## src/rtl/gpio_intr_pkg.sv

```systemverilog
// rtl/gpio_intr_pkg.sv - shared mode type, register map and bus width for gpio_intr_ctrl
package gpio_intr_pkg;

    localparam int BUS_DATA_WIDTH = 32;
    localparam int BUS_ADDR_WIDTH = 5;

    typedef enum logic [1:0] {
        MODE_OFF  = 2'd0,
        MODE_RISE = 2'd1,
        MODE_FALL = 2'd2,
        MODE_BOTH = 2'd3
    } gpio_mode_e;

    localparam logic [BUS_ADDR_WIDTH-1:0] ADDR_VALUE   = 5'h00;
    localparam logic [BUS_ADDR_WIDTH-1:0] ADDR_MODE    = 5'h04;
    localparam logic [BUS_ADDR_WIDTH-1:0] ADDR_MASK    = 5'h08;
    localparam logic [BUS_ADDR_WIDTH-1:0] ADDR_PENDING = 5'h0C;
    localparam logic [BUS_ADDR_WIDTH-1:0] ADDR_STATUS  = 5'h10;

    function automatic logic mode_match(input gpio_mode_e mode, input logic rise, input logic fall);
        return (rise && (mode == MODE_RISE || mode == MODE_BOTH)) ||
               (fall && (mode == MODE_FALL || mode == MODE_BOTH));
    endfunction

endpackage

```

## src/rtl/gpio_intr_pin.sv

```systemverilog
// rtl/gpio_intr_pin.sv - per-pin synchroniser, optional debouncer (GPIO_INTR_DEBOUNCE_EN), edge detect and mode match
module gpio_intr_pin
    import gpio_intr_pkg::*;
#(
    parameter int SYNC_STAGES = 2
`ifdef GPIO_INTR_DEBOUNCE_EN
    ,
    parameter int DEBOUNCE_CYCLES = 16
`endif
) (
    input  logic       clk,    // rising-edge clock
    input  logic       rst_n,  // async active-low reset
    input  logic       pin,    // asynchronous pin input
    input  gpio_mode_e mode,   // edge selection for this pin
    output logic       level,  // synchronised (post-debounce) level
    output logic       hit     // edge matching mode, one cycle wide
);

    logic [SYNC_STAGES-1:0] sync_q;
    logic                   sync_level;
    logic                   delay_q;

    always_ff @(posedge clk or negedge rst_n) begin
        if (!rst_n) begin
            sync_q <= '0;
        end else begin
            sync_q <= {sync_q[SYNC_STAGES-2:0], pin};
        end
    end

    assign sync_level = sync_q[SYNC_STAGES-1];

`ifdef GPIO_INTR_DEBOUNCE_EN
    localparam int CNT_W = $clog2(DEBOUNCE_CYCLES + 1);

    logic [CNT_W-1:0] cnt_q;
    logic             db_q;

    // Counts consecutive cycles where the synchronised input disagrees with
    // the debounced output; any agreement (a bounce back) restarts the count.
    always_ff @(posedge clk or negedge rst_n) begin
        if (!rst_n) begin
            cnt_q <= '0;
            db_q  <= 1'b0;
        end else if (sync_level == db_q) begin
            cnt_q <= '0;
        end else if (cnt_q == CNT_W'(DEBOUNCE_CYCLES - 1)) begin
            db_q  <= sync_level;
            cnt_q <= '0;
        end else begin
            cnt_q <= cnt_q + CNT_W'(1);
        end
    end

    assign level = db_q;
`else
    assign level = sync_level;
`endif

    // Delay flop resets to 0, so a pin held high through reset shows up as a
    // rising edge once it has propagated.
    always_ff @(posedge clk or negedge rst_n) begin
        if (!rst_n) begin
            delay_q <= 1'b0;
        end else begin
            delay_q <= level;
        end
    end

    assign hit = mode_match(mode, level & ~delay_q, ~level & delay_q);

endmodule

```

## src/rtl/gpio_intr_ctrl.sv

```systemverilog
// rtl/gpio_intr_ctrl.sv - GPIO edge interrupt controller with register bus; debounce optional via GPIO_INTR_DEBOUNCE_EN
module gpio_intr_ctrl
    import gpio_intr_pkg::*;
#(
    parameter int DATA_WIDTH      = 12,
    parameter int SYNC_STAGES     = 2,
    parameter int DEBOUNCE_CYCLES = 16
) (
    input  logic                      io_clock,      // clock, rising edge
    input  logic                      io_rst_n,      // async active-low reset
    input  logic [DATA_WIDTH-1:0]     io_gpio,       // asynchronous pin inputs
    input  logic                      io_bus_valid,  // register access request
    output logic                      io_bus_ready,  // always accepts
    input  logic                      io_bus_write,  // 1 = write, 0 = read
    input  logic [BUS_ADDR_WIDTH-1:0] io_bus_addr,   // byte address
    input  logic [BUS_DATA_WIDTH-1:0] io_bus_wdata,  // write data
    output logic [BUS_DATA_WIDTH-1:0] io_bus_rdata,  // read data, holds last value
    output logic                      io_bus_rvalid, // read data valid
    output logic                      io_irq         // level interrupt
);

    localparam int MODE_WIDTH = 2 * DATA_WIDTH;

    if (DATA_WIDTH < 1 || DATA_WIDTH > 16 || SYNC_STAGES < 2 || SYNC_STAGES > 4 ||
        DEBOUNCE_CYCLES < 1) begin : g_param_check
        $error("gpio_intr_ctrl: parameter out of range");
    end

    logic [MODE_WIDTH-1:0]     mode_q;
    logic [DATA_WIDTH-1:0]     mask_q;
    logic [DATA_WIDTH-1:0]     pending_q;
    logic [DATA_WIDTH-1:0]     pending_d;
    logic [DATA_WIDTH-1:0]     level;
    logic [DATA_WIDTH-1:0]     hit;
    logic [BUS_DATA_WIDTH-1:0] rdata_d;
    logic                      wr_en;
    logic                      rd_en;
    logic                      irq_q;
    logic                      rvalid_q;
    logic [BUS_DATA_WIDTH-1:0] rdata_q;

    // Upper write-data bits beyond the implemented fields are intentionally dropped.
    wire unused_wdata = &{1'b0, io_bus_wdata};

    assign wr_en = io_bus_valid & io_bus_write;
    assign rd_en = io_bus_valid & ~io_bus_write;

    for (genvar i = 0; i < DATA_WIDTH; i++) begin : g_pin
        gpio_intr_pin #(
            .SYNC_STAGES(SYNC_STAGES)
`ifdef GPIO_INTR_DEBOUNCE_EN
            ,
            .DEBOUNCE_CYCLES(DEBOUNCE_CYCLES)
`endif
        ) u_pin (
            .clk  (io_clock),
            .rst_n(io_rst_n),
            .pin  (io_gpio[i]),
            .mode (gpio_mode_e'(mode_q[2*i +: 2])),
            .level(level[i]),
            .hit  (hit[i])
        );
    end

    always_ff @(posedge io_clock or negedge io_rst_n) begin
        if (!io_rst_n) begin
            mode_q <= '0;
            mask_q <= '0;
        end else if (wr_en) begin
            if (io_bus_addr == ADDR_MODE) begin
                mode_q <= io_bus_wdata[MODE_WIDTH-1:0];
            end
            if (io_bus_addr == ADDR_MASK) begin
                mask_q <= io_bus_wdata[DATA_WIDTH-1:0];
            end
        end
    end

    // Clear is applied before set so a new edge in the same cycle survives.
    always_comb begin
        pending_d = pending_q;
        if (wr_en && io_bus_addr == ADDR_PENDING) begin
            pending_d = pending_d & ~io_bus_wdata[DATA_WIDTH-1:0];
        end
        pending_d = pending_d | hit;
    end

    always_ff @(posedge io_clock or negedge io_rst_n) begin
        if (!io_rst_n) begin
            pending_q <= '0;
            irq_q     <= 1'b0;
        end else begin
            pending_q <= pending_d;
            irq_q     <= |(pending_q & mask_q);
        end
    end

    always_comb begin
        rdata_d = '0;
        case (io_bus_addr)
            ADDR_VALUE:   rdata_d = BUS_DATA_WIDTH'(level);
            ADDR_MODE:    rdata_d = BUS_DATA_WIDTH'(mode_q);
            ADDR_MASK:    rdata_d = BUS_DATA_WIDTH'(mask_q);
            ADDR_PENDING: rdata_d = BUS_DATA_WIDTH'(pending_q);
            ADDR_STATUS:  rdata_d = BUS_DATA_WIDTH'(pending_q & mask_q);
            default:      rdata_d = '0;
        endcase
    end

    always_ff @(posedge io_clock or negedge io_rst_n) begin
        if (!io_rst_n) begin
            rvalid_q <= 1'b0;
            rdata_q  <= '0;
        end else begin
            rvalid_q <= rd_en;
            if (rd_en) begin
                rdata_q <= rdata_d;
            end
        end
    end

    assign io_bus_ready  = 1'b1;
    assign io_bus_rvalid = rvalid_q;
    assign io_bus_rdata  = rdata_q;
    assign io_irq        = irq_q;

endmodule

```

## config.mk

```make
export PLATFORM = sky130hd
export DESIGN_NAME = gpio_intr_ctrl
export DESIGN_NICKNAME = d
export VERILOG_FILES = /design/src/rtl/gpio_intr_pkg.sv /design/src/rtl/gpio_intr_pin.sv /design/src/rtl/gpio_intr_ctrl.sv
export SDC_FILE = /design/constraint.sdc
export NUM_CORES = 1
export LEC_CHECK = 0
export ABC_CLOCK_PERIOD_IN_PS = 3490
export CAP_MARGIN = 20
export CORE_AREA = 2 2 81 114
export DETAILED_ROUTE_END_ITERATION = 10
export DIE_AREA = 0 0 83 116
export PLACE_DENSITY = 0.92
export SLEW_MARGIN = 0
export SYNTH_ARGS = -nofsm -noshare
export SYNTH_HDL_FRONTEND = slang
export SYNTH_HIERARCHICAL = 1
export SYNTH_SLANG_ARGS = --single-unit
```

## constraint.sdc

```tcl
create_clock -name io_clock -period 3.49 [get_ports io_clock]
set_clock_uncertainty 0.1 [all_clocks]
set_input_delay 0.698 -clock io_clock [delete_from_list [all_inputs] [get_ports io_clock]]
set_output_delay 0.698 -clock io_clock [all_outputs]
set_load 0.1 [all_outputs]
```

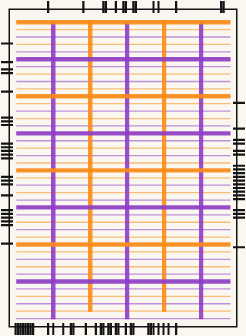
(run_1/floorplan.png)
Pins as bars on the die edge.
purple -> VSS
orange -> VDD
signal pins = 88
met4 straps = 5
rows = 40
met5 straps = 8
met1 rails = 41

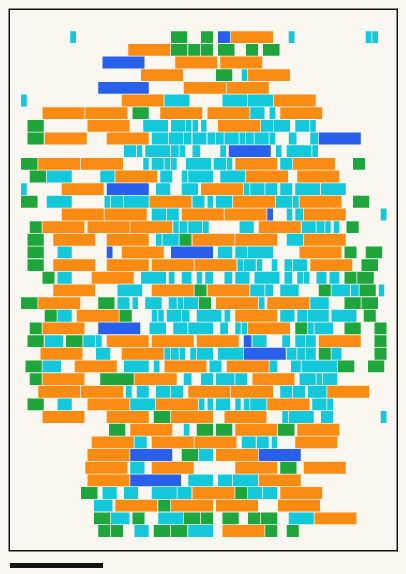
(run_1/class_map.png)
The bar under the picture is 20 um long.
blue -> clock drivers and dummy loads  # cells 15, share of their area 5.6%
cyan -> remaining logic cells  # cells 225, share of their area 31%
green -> remaining buffers and delay cells  # cells 78, share of their area 13%
orange -> sequential cells  # cells 110, share of their area 50%

==> commit_impl_results.txt, run 1 <==
Store results of the implementation flow

- Yosys warning total: 6
- Routed length on met2: 5.39 mm
- Per the detail_route report, the via count comes to 3122.
- Status: complete, no violations
* Core area: 8560 um^2
* Yosys reg bits: 110
- Of the total power, registers draw 49.8%.
- Critical path startpoint category: register
- The area taken by sequential standard cells is reported as 2750 um^2.
- Setup slack, reg-to-reg: 2070 ps
- Number of gates on the worst path with buffers counted: 1
* Worst hold endpoint: g_pin[2].u_pin/sync_q[1]$_DFF_PN0_
- The finished layout holds 533 standard cells, fillers aside.
- According to the finish report, the design has a final net count of 477.
- Seq share, synth: 59.5%
- The largest share of the power goes to sequential cells.
* Hold-fix buffers at CTS: 0
* Fraction of the core area covered by cells at the end of the flow: 65.8%
- STA lists the maximum fanout along the critical path as 1.
- Number of detailed-routing iterations run before antenna repair: 4
- Routing resource usage on met1 recorded by global route was 26.9%.
- Looking at the reg2reg group, the worst path ends at io_bus_rdata[0]$_DFFE_PN0P_.
- Setup fix buffers added after clock tree synthesis: 0
- STA on the placed design reports a worst setup slack of 630 ps.
* Minimum period implied by the final worst setup slack: 2600 ps
* Synth-to-Final Area Change: 21.6%
- Crit path buffers/inverters: 1
- Master of the slowest instance on the critical path: sky130_fd_sc_hd__clkdlybuf4s50_1
- The signal on the critical path passes through clkdlybuf4s50_1.
* Number of distinct library cells after synthesis: 35
* Achievable frequency: 385 MHz
* Total die size: 9630 um^2
- Ranking logic cells in the layout by count gives the top entries 110 x sky130_fd_sc_hd__dfrtp_1, 46 x sky130_fd_sc_hd__nand2_1, 44 x sky130_fd_sc_hd__clkdlybuf4s50_1.
- TritonCTS built the clock tree.
- Routing resource usage on met3 recorded by global route was 6.41%.
- Sequential group power: 0.00153 W
* Max-cap violation count: 0
* Hold Path Depth: 0
- Final cycle utilization of the critical path: 74.4%
* Final number of setup-violating endpoints: 0
- Detailed Route Iter0 Violations: 319
- Root buf cell: sky130_fd_sc_hd__clkbuf_16
* Synthesized instance count: 354
- Total routing resource utilization after global routing: 23.0%
* Routability Congestion: 0.851
- The script extracted a total leakage power of 2.56 nW.
- Routed wire length: 10.3 mm
- Setup crit end kind: output pin
* Cells taking the most area after synthesis: sky130_fd_sc_hd__dfrtp_1 59%, sky130_fd_sc_hd__mux2_4 9.7%, sky130_fd_sc_hd__nand2_1 3.7%, sky130_fd_sc_hd__a22o_1 3.0%, sky130_fd_sc_hd__a21oi_1 2.5%
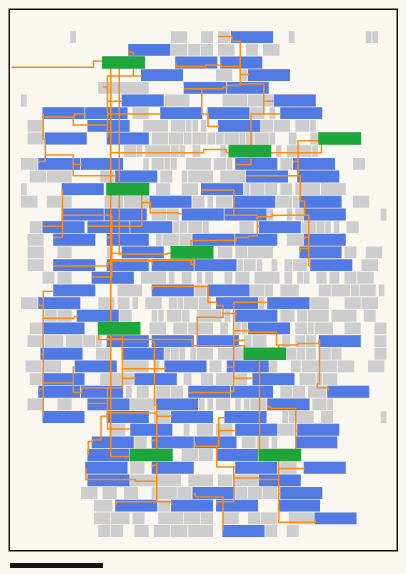
(run_1/clock_wires.png)
The bar under the picture is 20 um long.
blue -> flip-flops  # count 110
orange -> clock wires  # length 1140 um
green -> clock-net drivers  # count 9
flops lie = all over the die

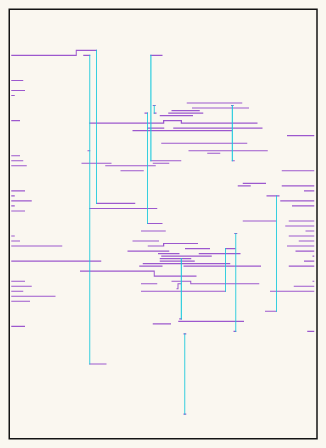
(run_1/layers.png)
Only two layers are drawn.
cyan -> M4  # wire length 308 um
purple -> M3  # wire length 802 um

[run 1: area by class of cell]
type / instances / area share, %
Multi-Input combinational cell: 224 / 30.7
Tap cell: 105 / 2.33
Sequential cell: 110 / 48.9
Timing Repair Buffer: 78 / 12.6
Inverter: 1 / 0.0667
Clock inverter: 4 / 1.29
Clock buffer: 11 / 4.14
[run 1: synth_stat cells (all sizes together)]
cell type,n
a221o,1
nor2,13
o21ai,13
nand2,46
a221oi,3
dfrtp,110
nor4b,1
inv,1
buf,18
a21oi,23
nor4,1
mux2,37
a22o,16
nand4,2
mux2i,11
nor3b,1
nand3,1
a21o,12
nand3b,13
nand2b,4
and3,2
conb,2
o221ai,11
nor2b,1
clkbuf,8
or3,1
and2,2
==> run_1/clock_nets.png <==
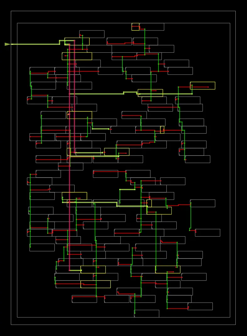

==> run 1 -> run 2 <==
- ABC_CLOCK_PERIOD_IN_PS: 3490 -> 2600
- CORE_AREA: 2 2 81 114 -> 2 2 83 117
- DIE_AREA: 0 0 83 116 -> 0 0 85 119
- PLACE_DENSITY: 0.92 -> 0.89
- clock period: 3.49 -> 2.6 ns (I/O delays scaled with it)
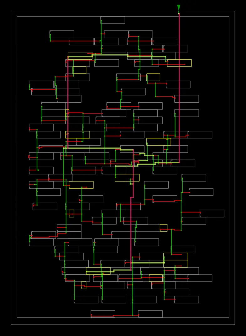
(run_2/clock_nets.png)
total clock sinks: 110
count of clock-net buffers in the final layout: 13
flip-flop and latch count: 110
number of buffers created by CTS: 9

==> run 2 against run 1 <==
Compared with the run above: combinational power is 35% higher; largest cell class unchanged; global-route usage is 1.2 points lower; non-clock buffer count is 8 higher; cell count is 2.6% higher; clock-buffer cell count is 2 higher; critical path type is now in2reg; routed wire length is 0.11% higher.
==> commit_impl_results.txt, run 2 <==
Store results of the implementation flow

- Setup crit end kind: register
- Most frequent cells after synthesis: 110 x sky130_fd_sc_hd__dfrtp_1, 46 x sky130_fd_sc_hd__nand2_1, 30 x sky130_fd_sc_hd__mux2_4
- Top fanout value on the critical path: 12
* Clock tree cell share of total cell area: 5.05%
* Synthesized instance count: 354
* Achievable frequency: 445 MHz
* Max-cap violation count: 0
* Setup fix buffers added after clock tree synthesis: 0
* CTS tree: done
- Traced cell by cell, the critical path runs through clkdlybuf4s50_1 -> or3_4 -> nor3b_2 -> and3_4 -> mux2_2.
- Critical path startpoint category: primary input
* Status: complete, no violations
- Summing over every cut layer, the via total after detailed routing is 3228.
- Root buf cell: sky130_fd_sc_hd__clkbuf_16
- Post-synth EDFFs: 0
- Worst setup timing slack at the placement stage: 3.53 ps
- For this block, the routed nets add up to 10.3 mm of wire.
- Hold-fix buffers at CTS: 0
- During synthesis, Yosys emitted a total of 6 warnings.
* Crit path buffers/inverters: 1
- Relative contribution of sequential cells to total power: 51.0%
* Async S/R FF share, synth: 100%
* Number of distinct library cells after synthesis: 35
- For this run, combinational gates with multiple inputs come to 224.
- Detailed routing placed a total of 5.27 mm of wire on met2.
- The leakage component of the power was reported as 2.61 nW.
- The critical path runs through a total of 5 cells.
- Net total in the final layout: 485
- Per the finish-stage timing summary, setup violations number 0.
- Number of detailed-routing iterations run before antenna repair: 6
- Synth-to-Final Area Change: 23.2%
* Core area: 9200 um^2
- Multi-input logic portion of the cell area: 30.3%
- For this run, global-route usage on met3 was measured as 4.16%.
- Routing usage on met1: 28.5%
- Summed over all routing layers, the global router reports a total usage of 21.9%.
- For this run, the register share of the synthesized area comes to 59.5%.
* Post-synthesis cell type with the largest instance count: sky130_fd_sc_hd__dfrtp_1
* Storage cell area: 2750 um^2
- In this run the full chip footprint comes out at 10100 um^2.
- OpenROAD reports that the post-layout worst path occupies 86.5% of the period.
- Fraction of the core area covered by cells at the end of the flow: 62.0%
* Commonest register cell after synthesis: sky130_fd_sc_hd__dfrtp_1
* Detailed Route Iter0 Violations: 406
## run 2: logic make-up (layout without fill, tap and decap cells)
logic type | Yosys count | after routing | share of synthesized area, %
AOI/OAI and AO/OA | 79 | 79 | 12.7
DFF | 110 | 110 | 59.5
buffers and inverters | 27 | 103 | 3.76
muxes | 48 | 48 | 13.8
other | 2 | 9 | 0.162
and+or+nand+nor | 88 | 88 | 10.1
## run 2: power groups by stage
stage | Sequential, W | Combinational [W] | Clock (W)
after global placement | 0.00207 | 0.000642 | 0
after floorplan | 0.00215 | 0.000346 | 0
after global routing | 0.00208 | 0.000703 | 0.00141
after detailed placement | 0.00208 | 0.000660 | 0
final | 0.00205 | 0.000660 | 0.00131
after CTS | 0.00205 | 0.000662 | 0.00133
==> run_2/clock_wires.png <==
The bar under the picture is 20 um long.
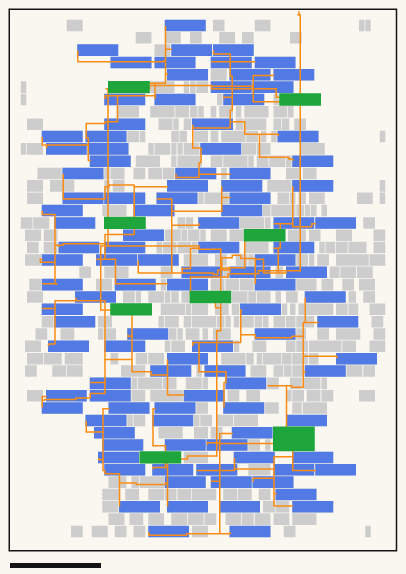

==> run 2 -> run 3 <==
- PLACE_DENSITY: 0.89 -> 0.87
- SYNTH_HIERARCHICAL: 1 -> not set
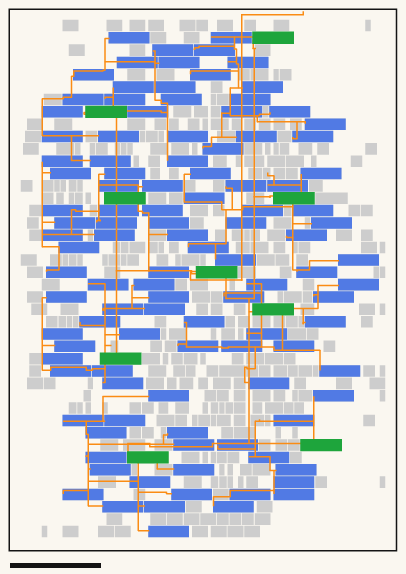
(run_3/clock_wires.png)
The bar under the picture is 20 um long.
green -> clock-net drivers  # count 9
orange -> clock wires  # length 1180 um
blue -> flip-flops  # count 110
routed clock nets = 10
flops lie = all over the die
part of the total power dissipated in the clock network: 33.0%
power dissipated in the clock network: 0.00127 W
worst-skew pair later-pin latency: 350 ps

==> run 3 against run 2 <==
Compared with the run above: global-route usage rose by 0.16 points; hold slack lost 8.3 ps; die area unchanged; sequential power decreased by 4%; routed wire length up 2.1%; first-iteration DRC count fell by 32%; via count is 0.28% higher; clock power down 3%; synthesized cell count rose by 2.8%; largest power group unchanged.
==> commit_impl_results.txt, run 3 <==
Store results of the implementation flow

- Status: complete, no violations
* Setup slack, reg-to-reg: 1180 ps
* Number of detailed-routing iterations run before antenna repair: 5
- Number of buffers created by CTS: 9
- Of the total power, registers draw 51.2%.
* Flip-flop and latch count: 110
* Crit path buffers/inverters: 2
- Total clock sinks: 110
- Ranked by power, first place goes to sequential cells.
* Tap cell instance count: 110
- Final cycle utilization of the critical path: 82.2%
- Synth-to-Final Area Change: 22.8%
- Multi-input logic portion of the cell area: 29.1%
* Routing usage on met1: 26.6%
- Number of distinct library cells after synthesis: 30
* Number of gates on the worst path with buffers counted: 5
- Routed vias: 3237
- Sorting the synthesized cells by how often they occur yields 110 x sky130_fd_sc_hd__dfrtp_1, 63 x sky130_fd_sc_hd__nand2_1, 46 x sky130_fd_sc_hd__mux2_2.
- RePlAce ended its routability-driven mode at a weighted congestion of 0.879.
* Yosys warning total: 0
* Combinational Gates: 231
* Detailed Route Iter0 Violations: 278
- Post-synth EDFFs: 0
## run 3: cell types whose count changed after synthesis, sizes merged, moves of 13 or more
cell   delta
a21oi    -23
a22o     -13
nor2     -13
nand2    +17
## run 3: per-stage QoR
stage	util (%)	std cells	total power [W]	instance area (um^2)	worst slack, ps
after floorplan	-	371	0.00237	4560	758
after global placement	57.6	540	0.00257	5300	141
after detailed placement	57.6	540	0.00260	5300	93.7
after CTS	60.6	555	0.00386	5570	482
after global routing	60.6	555	0.00398	5570	379
final	60.6	555	0.00384	5570	462
## run 3: cells by family (layout without fill, tap and decap cells)
family                 after synthesis  count (layout)  share of synthesized area, %
other                                2               9                         0.166
muxes                               48              48                          11.9
AOI/OAI and AO/OA                   78              78                          12.4
and+or+nand+nor                     96              96                          10.7
DFF                                110             110                          60.7
buffers and inverters               30             104                          4.11
No activity file was given, so power comes from the tool's default toggle rates.
